<file path="src/rtl/xcom_cmd_arb.sv">
// Command arbiter for the XCOM transmit core. Two per-source FIFOs (tProc, PS) are arbitrated
// with tProc priority and a PS starvation guard. One command is presented at a time on valid/ready.
module xcom_cmd_arb #(
  parameter int unsigned QAW        = 2,
  parameter int unsigned MAX_WAIT   = 3,
  parameter int unsigned SYNC_ALIGN = 1,
  parameter logic [4:0]  SYNC_OP    = 5'd8
) (
  input  logic           c_clk,
  input  logic           c_rst,
  input  logic           tp_en_i,
  input  logic [4:0]     tp_op_i,
  input  logic [31:0]    tp_dt1_i,
  input  logic [31:0]    tp_dt2_i,
  output logic           tp_rdy_o,
  input  logic           ps_en_i,
  input  logic [4:0]     ps_op_i,
  input  logic [31:0]    ps_dt1_i,
  input  logic [31:0]    ps_dt2_i,
  output logic           ps_rdy_o,
  input  logic           sync_i,
  output logic           cmd_vld_o,
  output logic           cmd_src_o,
  output logic [4:0]     cmd_op_o,
  output logic [31:0]    cmd_dt1_o,
  output logic [31:0]    cmd_dt2_o,
  input  logic           cmd_rdy_i,
  input  logic           err_clr_i,
  output logic           tp_ovf_o,
  output logic           ps_ovf_o,
  output logic [QAW:0]   tp_lvl_o,
  output logic [QAW:0]   ps_lvl_o
);

  localparam int unsigned DEPTH    = 1 << QAW;
  localparam logic [QAW:0] FULL_LVL = (QAW+1)'(DEPTH);
  localparam int unsigned WW       = (MAX_WAIT < 1) ? 1 : $clog2(MAX_WAIT + 1);
  localparam logic [WW-1:0] MW     = WW'(MAX_WAIT);

  typedef logic [68:0] entry_t;
  typedef enum logic [1:0] {S_IDLE, S_WSYNC, S_ISSUE} state_t;

  entry_t          r_tp_mem [0:DEPTH-1];
  entry_t          r_ps_mem [0:DEPTH-1];
  logic [QAW-1:0]  r_tp_wp, r_tp_rp, r_ps_wp, r_ps_rp;
  logic [QAW:0]    r_tp_cnt, r_ps_cnt;
  logic            r_tp_ovf, r_ps_ovf;
  logic [WW-1:0]   r_ps_wait;
  logic            r_sync_d;
  state_t          r_state, w_state_nxt;
  logic            r_src;
  logic [4:0]      r_op;
  logic [31:0]     r_dt1, r_dt2;

  logic            w_tp_full, w_tp_empty, w_ps_full, w_ps_empty;
  logic            w_tp_push, w_ps_push, w_tp_pop, w_ps_pop;
  logic            w_grant, w_grant_ps;
  entry_t          w_head;

  assign w_tp_full  = (r_tp_cnt == FULL_LVL);
  assign w_ps_full  = (r_ps_cnt == FULL_LVL);
  assign w_tp_empty = (r_tp_cnt == '0);
  assign w_ps_empty = (r_ps_cnt == '0);
  // Acceptance depends only on registered occupancy, never on a same-cycle pop.
  assign w_tp_push  = tp_en_i & ~w_tp_full;
  assign w_ps_push  = ps_en_i & ~w_ps_full;

  always_ff @(posedge c_clk) begin
    if (w_tp_push) r_tp_mem[r_tp_wp] <= {tp_op_i, tp_dt1_i, tp_dt2_i};
    if (w_ps_push) r_ps_mem[r_ps_wp] <= {ps_op_i, ps_dt1_i, ps_dt2_i};
  end

  always_ff @(posedge c_clk or posedge c_rst) begin
    if (c_rst) begin
      r_tp_wp  <= '0;
      r_tp_rp  <= '0;
      r_tp_cnt <= '0;
      r_tp_ovf <= 1'b0;
      r_ps_wp  <= '0;
      r_ps_rp  <= '0;
      r_ps_cnt <= '0;
      r_ps_ovf <= 1'b0;
    end else begin
      if (w_tp_push) r_tp_wp <= r_tp_wp + 1'b1;
      if (w_tp_pop)  r_tp_rp <= r_tp_rp + 1'b1;
      if (w_tp_push & ~w_tp_pop)      r_tp_cnt <= r_tp_cnt + 1'b1;
      else if (~w_tp_push & w_tp_pop) r_tp_cnt <= r_tp_cnt - 1'b1;
      if (tp_en_i & w_tp_full) r_tp_ovf <= 1'b1;
      else if (err_clr_i)      r_tp_ovf <= 1'b0;

      if (w_ps_push) r_ps_wp <= r_ps_wp + 1'b1;
      if (w_ps_pop)  r_ps_rp <= r_ps_rp + 1'b1;
      if (w_ps_push & ~w_ps_pop)      r_ps_cnt <= r_ps_cnt + 1'b1;
      else if (~w_ps_push & w_ps_pop) r_ps_cnt <= r_ps_cnt - 1'b1;
      if (ps_en_i & w_ps_full) r_ps_ovf <= 1'b1;
      else if (err_clr_i)      r_ps_ovf <= 1'b0;
    end
  end

  always_comb begin
    w_state_nxt = r_state;
    w_grant     = 1'b0;
    w_grant_ps  = 1'b0;
    w_tp_pop    = 1'b0;
    w_ps_pop    = 1'b0;
    w_head      = r_tp_mem[r_tp_rp];
    case (r_state)
      S_IDLE: begin
        if (!w_tp_empty || !w_ps_empty) begin
          w_grant = 1'b1;
          if (w_tp_empty)      w_grant_ps = 1'b1;
          else if (w_ps_empty) w_grant_ps = 1'b0;
          else                 w_grant_ps = (r_ps_wait >= MW);
          w_tp_pop = ~w_grant_ps;
          w_ps_pop = w_grant_ps;
          w_head   = w_grant_ps ? r_ps_mem[r_ps_rp] : r_tp_mem[r_tp_rp];
          if ((SYNC_ALIGN != 0) && (w_head[68:64] == SYNC_OP)) w_state_nxt = S_WSYNC;
          else                                                 w_state_nxt = S_ISSUE;
        end
      end
      S_WSYNC: if (sync_i && !r_sync_d) w_state_nxt = S_ISSUE;
      S_ISSUE: if (cmd_rdy_i) w_state_nxt = S_IDLE;
      default: w_state_nxt = S_IDLE;
    endcase
  end

  always_ff @(posedge c_clk or posedge c_rst) begin
    if (c_rst) begin
      r_state   <= S_IDLE;
      r_src     <= 1'b0;
      r_op      <= '0;
      r_dt1     <= '0;
      r_dt2     <= '0;
      r_ps_wait <= '0;
      r_sync_d  <= 1'b0;
    end else begin
      r_state  <= w_state_nxt;
      r_sync_d <= sync_i;
      if (w_grant) begin
        r_src <= w_grant_ps;
        r_op  <= w_head[68:64];
        r_dt1 <= w_head[63:32];
        r_dt2 <= w_head[31:0];
      end
      // Starvation counter tracks tProc wins only while PS is actually waiting.
      if (w_ps_empty || (w_grant && w_grant_ps)) r_ps_wait <= '0;
      else if (w_grant && r_ps_wait != MW)       r_ps_wait <= r_ps_wait + 1'b1;
    end
  end

  assign cmd_vld_o = (r_state == S_ISSUE);
  assign cmd_src_o = r_src;
  assign cmd_op_o  = r_op;
  assign cmd_dt1_o = r_dt1;
  assign cmd_dt2_o = r_dt2;
  assign tp_rdy_o  = ~w_tp_full;
  assign ps_rdy_o  = ~w_ps_full;
  assign tp_ovf_o  = r_tp_ovf;
  assign ps_ovf_o  = r_ps_ovf;
  assign tp_lvl_o  = r_tp_cnt;
  assign ps_lvl_o  = r_ps_cnt;

endmodule
</file>
<file path="config.mk">
export PLATFORM = sky130hd
export DESIGN_NAME = xcom_cmd_arb
export DESIGN_NICKNAME = d
export VERILOG_FILES = /design/src/rtl/xcom_cmd_arb.sv
export SDC_FILE = /design/constraint.sdc
export NUM_CORES = 1
export LEC_CHECK = 0
export CORE_UTILIZATION = 40
export CTS_CLUSTER_DIAMETER = 80
export CTS_CLUSTER_SIZE = 14
export DETAILED_ROUTE_END_ITERATION = 7
export GPL_TIMING_DRIVEN = 0
export PLACE_DENSITY = 0.66
export SETUP_SLACK_MARGIN = 0.3
export SLEW_MARGIN = 25
export SYNTH_ARGS = -nofsm -noshare
export SYNTH_HDL_FRONTEND = slang
export SYNTH_SLANG_ARGS = --single-unit
</file>
<file path="constraint.sdc">
create_clock -name c_clk -period 3.14 [get_ports c_clk]
set_input_delay 0.314 -clock c_clk [delete_from_list [all_inputs] [get_ports c_clk]]
set_output_delay 0.314 -clock c_clk [all_outputs]
set_load 0.02 [all_outputs]
</file>
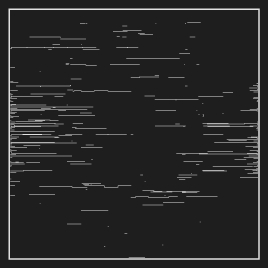
*M3 wires, run 1*
Drawn at 1 px/um.
longest straight run	82.6 um
share of all routed wire	5.9%
grt met3 use: 4.46%
total wire length: 56100 um
via count: 11900

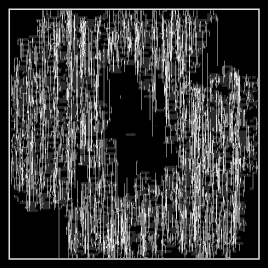
*M2 wires, run 1*
Drawn at 1 px/um.
share of all routed wire	49%
main direction	vertical

==> flow_summary.toml, run 1 <==
# synthesis and place-and-route metrics
[global_route]
grt-ovfl-total = 0
gr-usage-met1_pct = 24.9
grt_pass1_wl_um = 82000
grt_max_degree = 48
first_global_vias = 12700

[logic_synthesis]
synth-area-yosys_um2 = 24300
yosysWarnings = 0
top_cell = "edfxtp_1"
synth_cells = 1132
synth_cell_types = 38
ys_seq_share_pct = 77.7
async_reset_ff_share_pct = 14.2

[sta]
tns_ns = 0
holdWs_ns = 0.149
setup_viol = 0
hold_violations = 0
fin_crit_sh_pct = 85.5
fin_ws_ns = 0.455

[place]
gp_congestion = 0.730
dp_cells = 2147

[critical_path]
endpoint_kind = "register"
critPathArrivalTime_ns = 3.19
path_max_fanout = 10
cp_slowest_cell = "dfrtp_1"
max_stage_delay_ns = 0.51

[layout]
final_cell_mix = "edfxtp_1 (552), clkdlybuf4s50_1 (225), mux4_2 (138)"
area_delta_synth_final_pct = 21.6
largestRegisters = "r_ps_mem (276), r_tp_mem (276)"

[route]
drtAntennaViolNets = 0
vias_per_cell = 5.28

[power_and_ir_drop]
seq-power_w = 0.0122
p_clk_share_pct = 21.6
combPwrFrac_pct = 35.3
power_combinational_w = 0.00999
p_sw_share_pct = 32.1
ir_drop_uv = 536

[outcome]
status = "finished, final reports clean"

[die]
die_h_um = 248
die_w_um = 248

[cts]
clock_path_buffers = 3
cts_tree = "yes"
clk_pin_slew_ns = 0.06
h-tree-depth = 2
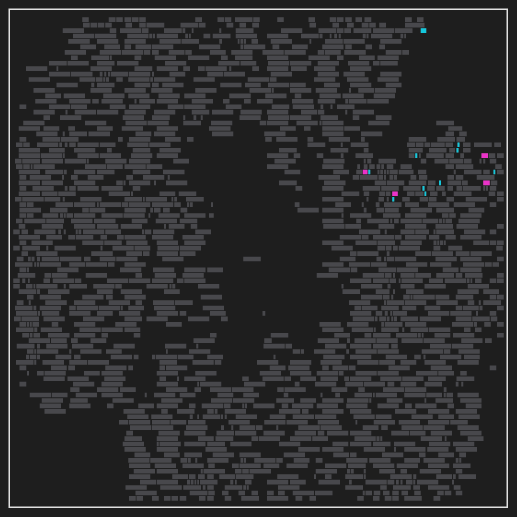
*Logic cells by family, run 1*
Drawn at 2 px/um.
colour	family	cells
magenta	AND-OR and OR-AND gates	4
cyan	inverters	10
most frequent logic cell in the layout: edfxtp_1
logic share of the area: 17.4%
post-route insts no fill: 2252

-- run 1: cells by family after synthesis --
logic type | Yosys count | synth area share [%]
AOI/OAI and AO/OA | 81 | 1.80
xor gates and xnor gates | 12 | 0.433
adders and majority gates | 13 | 0.732
buffers and inverters | 64 | 1.46
DFF | 643 | 77.7
muxes | 212 | 15.9
and+or+nand+nor | 107 | 1.98
-- run 1: what timing repair did --
action | in CTS | in global routing
setup buffers | 0 | 3
endpoints found under the setup margin | 2 | 2
gates resized | 5 | 4
-- run 1: cell type report --
class | instances | area, um^2
fillers | 4889 | 30000
flip-flops and latches | 643 | 18900
multi-input cells | 425 | 5140
repair buffers | 245 | 2620
clock buffers | 94 | 1520
well taps | 773 | 967
plain buffers | 54 | 320
inverters | 10 | 42.5
clock inverters | 3 | 26.3
diodes | 5 | 12.5
--- run 2 (diff from run 1) ---
- CORE_MARGIN: not set -> 2
==> run 2 against run 1 <==
Against the previous run:
- critical path depth decreased by 2
- synthesized area unchanged
- wire length decreased by 0.93%
- power decreased by 0.66%
- fmax decreased by 0.75%
- via count decreased by 0.60%
- hold slack got worse by 0.037 ns
- synthesized cell count unchanged
- sequential power about the same
- register-to-register slack got worse by 0.02 ns
- largest cell class unchanged
==> flow_summary.toml, run 2 <==
# synthesis and place-and-route metrics
[power_and_ir_drop]
power_combinational_w = 0.00996
ir_drop_uv = 492
seq-power_w = 0.0121

[global_route]
grt-ovfl-total = 0
grt_pass1_wl_um = 81600
grt_max_degree = 60
gr-usage-met1_pct = 24.1

[critical_path]
max_stage_delay_ns = 0.53
endpoint_kind = "register"
cp_slowest_cell = "or3_1"

[logic_synthesis]
synth.cellmix.adderShare_pct = 0.732
ys_sh_simple_pct = 1.98
async_reset_ff_share_pct = 14.2
yosysWarnings = 0
synthMuxAreaShare_pct = 15.9
synth-area-yosys_um2 = 24300
synth_cell_types = 38

[die]
taps = 782
die_w_um = 250
die_h_um = 250

[sta]
fin_crit_sh_pct = 86.2
holdWs_ns = 0.112
hold_violations = 0

[layout]
n_all_buffers = 294
clk_share_pct = 5.09
final_cell_mix = "edfxtp_1 (552), clkdlybuf4s50_1 (225), mux4_2 (138)"
fin_cells = 2252
sh_seq_area_pct = 64.1
logic_gate_count = 425
fill_cells = 4934
comb_area_um2 = 5140
comb-cell-share_pct = 17.5
area_delta_synth_final_pct = 21.3
largestRegisters = "r_ps_mem (276), r_tp_mem (276)"

[cts]
clk_pin_slew_ns = 0.07
cts_tree = "yes"
h-tree-depth = 2
clock_path_buffers = 3
post_cts_resized = 4

[route]
vias_per_cell = 5.25
routed_wl_um = 55600

[outcome]
status = "finished, final reports clean"
[run 2: how the worst max path moves through the flow]
stage                      startpoint  slack (ns)  cells past startpoint           end
after floorplan                 c_rst        0.46                      1  cmd_dt1_o[0]
after global placement          c_rst       -1.51                      2  cmd_dt1_o[4]
after detailed placement   r_state[0]       -0.19                      8   ps_lvl_o[1]
after CTS                 tp_lvl_o[0]        0.37                     11   ps_lvl_o[2]
after global routing      tp_lvl_o[0]        0.30                      8   ps_lvl_o[1]
final                     tp_lvl_o[0]        0.43                      8   ps_lvl_o[1]
[run 2: through the flow]
step	worst slack, ns	setup TNS, ns
floorplan	0.462	0
global placement	-1.51	-137.95
detailed placement	-0.193	-0.247
CTS	0.371	0
global route	0.304	0
finish	0.435	0
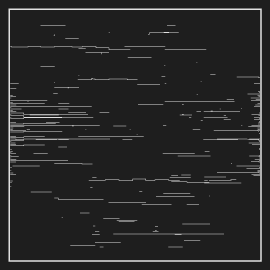
*M3 wires, run 2*
Drawn at 1 px/um.
share of all routed wire	5.8%
longest straight run	110 um
wire length on this layer	3220 um

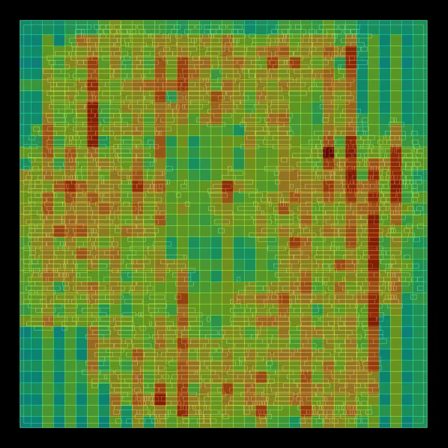
*Track usage over the die, run 2*
busiest grt layer: met2
grt met3 use: 4.31%
gr usage total: 17.9%

--- run 3 (diff from run 2) ---
- CORE_ASPECT_RATIO: not set -> 0.6
- CTS_CLUSTER_SIZE: 14 -> 30
- PLACE_DENSITY: 0.66 -> 0.63
==> run 3 against run 2 <==
Against the previous run:
- fmax up 2.3%
- first-iteration DRC count up 22%
- critical path depth up 3
- hold slack better by 0.033 ns
- clock power down 27%
- combinational power about the same
- clock skew down 0.0048 ns
- sequential cell count unchanged
- synthesized area unchanged
- setup slack better by 0.062 ns
==> flow_summary.toml, run 3 <==
# synthesis and place-and-route metrics
[outcome]
status = "finished, final reports clean"

[power_and_ir_drop]
power_combinational_w = 0.0101
ir_drop_uv = 366
seq-power_w = 0.0122

[critical_path]
endpoint_kind = "register"
crit_cells = 11
max_stage_delay_ns = 0.52
path_buffers = 3
critPathCapture = "ps_lvl_o[2]"
cp_slowest_cell = "dfrtp_1"

[logic_synthesis]
async_reset_ff_share_pct = 14.2
synthMuxAreaShare_pct = 15.9
synth.cellmix.adderShare_pct = 0.732
synth_cell_types = 38
synth-area-yosys_um2 = 24300
yosysWarnings = 0

[cts]
post_cts_resized = 5
h-tree-depth = 1
cts_tree = "yes"
clock_path_buffers = 3

[sta]
fin_crit_sh_pct = 84.2
hold_violations = 0
fin_ws_ns = 0.496
holdWs_ns = 0.145

[global_route]
gr-usage-met1_pct = 26.7
grt.busiest_layer = "met2"
grt_pass1_wl_um = 81900
grt-ovfl-total = 0
grt_util_met3_pct = 2.95
track_usage_pct = 17.9

[layout]
largestRegisters = "r_ps_mem (276), r_tp_mem (276)"
final_cell_mix = "edfxtp_1 (552), clkdlybuf4s50_1 (225), mux4_2 (138)"

[route]
vias_per_cell = 5.31
routed_wl_um = 56000

[die]
die_w_um = 322
die_h_um = 195

[place]
dp_slack_ns = -0.00681
-- run 3: final cells by class --
cell class,instances,area (um^2)
clock buffers,42,753
fillers,4875,30700
flip-flops and latches,643,18900
diodes,4,10.0
plain buffers,54,320
repair buffers,245,2690
inverters,10,42.5
well taps,781,977
multi-input cells,425,5140
clock inverters,7,109
-- run 3: cells by family (layout without fill, tap and decap cells) --
| logic type | count (synthesis) | after routing |
|---|---|---|
| flops | 643 | 643 |
| mux | 212 | 212 |
| simple gates | 107 | 107 |
| compound gates | 81 | 81 |
| buf+inv | 64 | 358 |
| fa+ha+maj | 13 | 13 |
| xor+xnor | 12 | 12 |
| other cells | 0 | 4 |
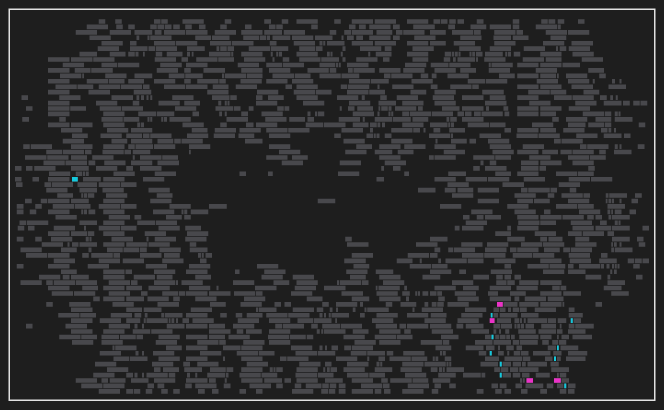
*Logic cells by family, run 3*
Drawn at 2 px/um.
colour	family	cells	where
magenta	AND-OR and OR-AND gates	4	south-east
cyan	inverters	10	south-east
post-route insts no fill: 2211
logic share of the area: 17.8%

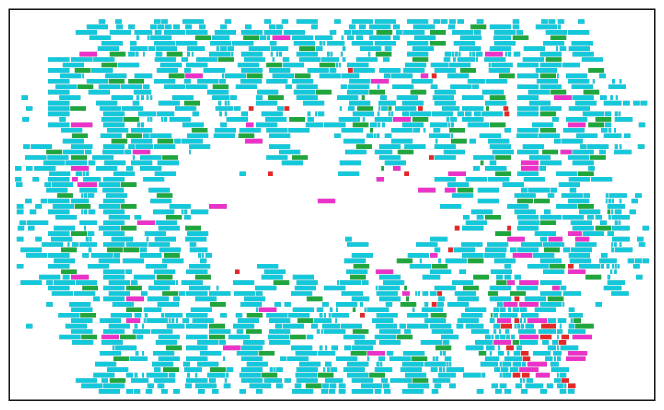
*Sizing map, run 3*
Drawn at 2 px/um.
colour	size	cells	share
magenta	drive 6 and up	58	4.1%
cyan	drive 1 or less	1181	83%
red	drive 3 to 4	32	2.2%
green	drive 2	155	11%
Area growth syn-to-layout: 19.1%
design area: 28900 um^2
Buffers excl. clock: 299

Power and IR drop assume default switching activity.
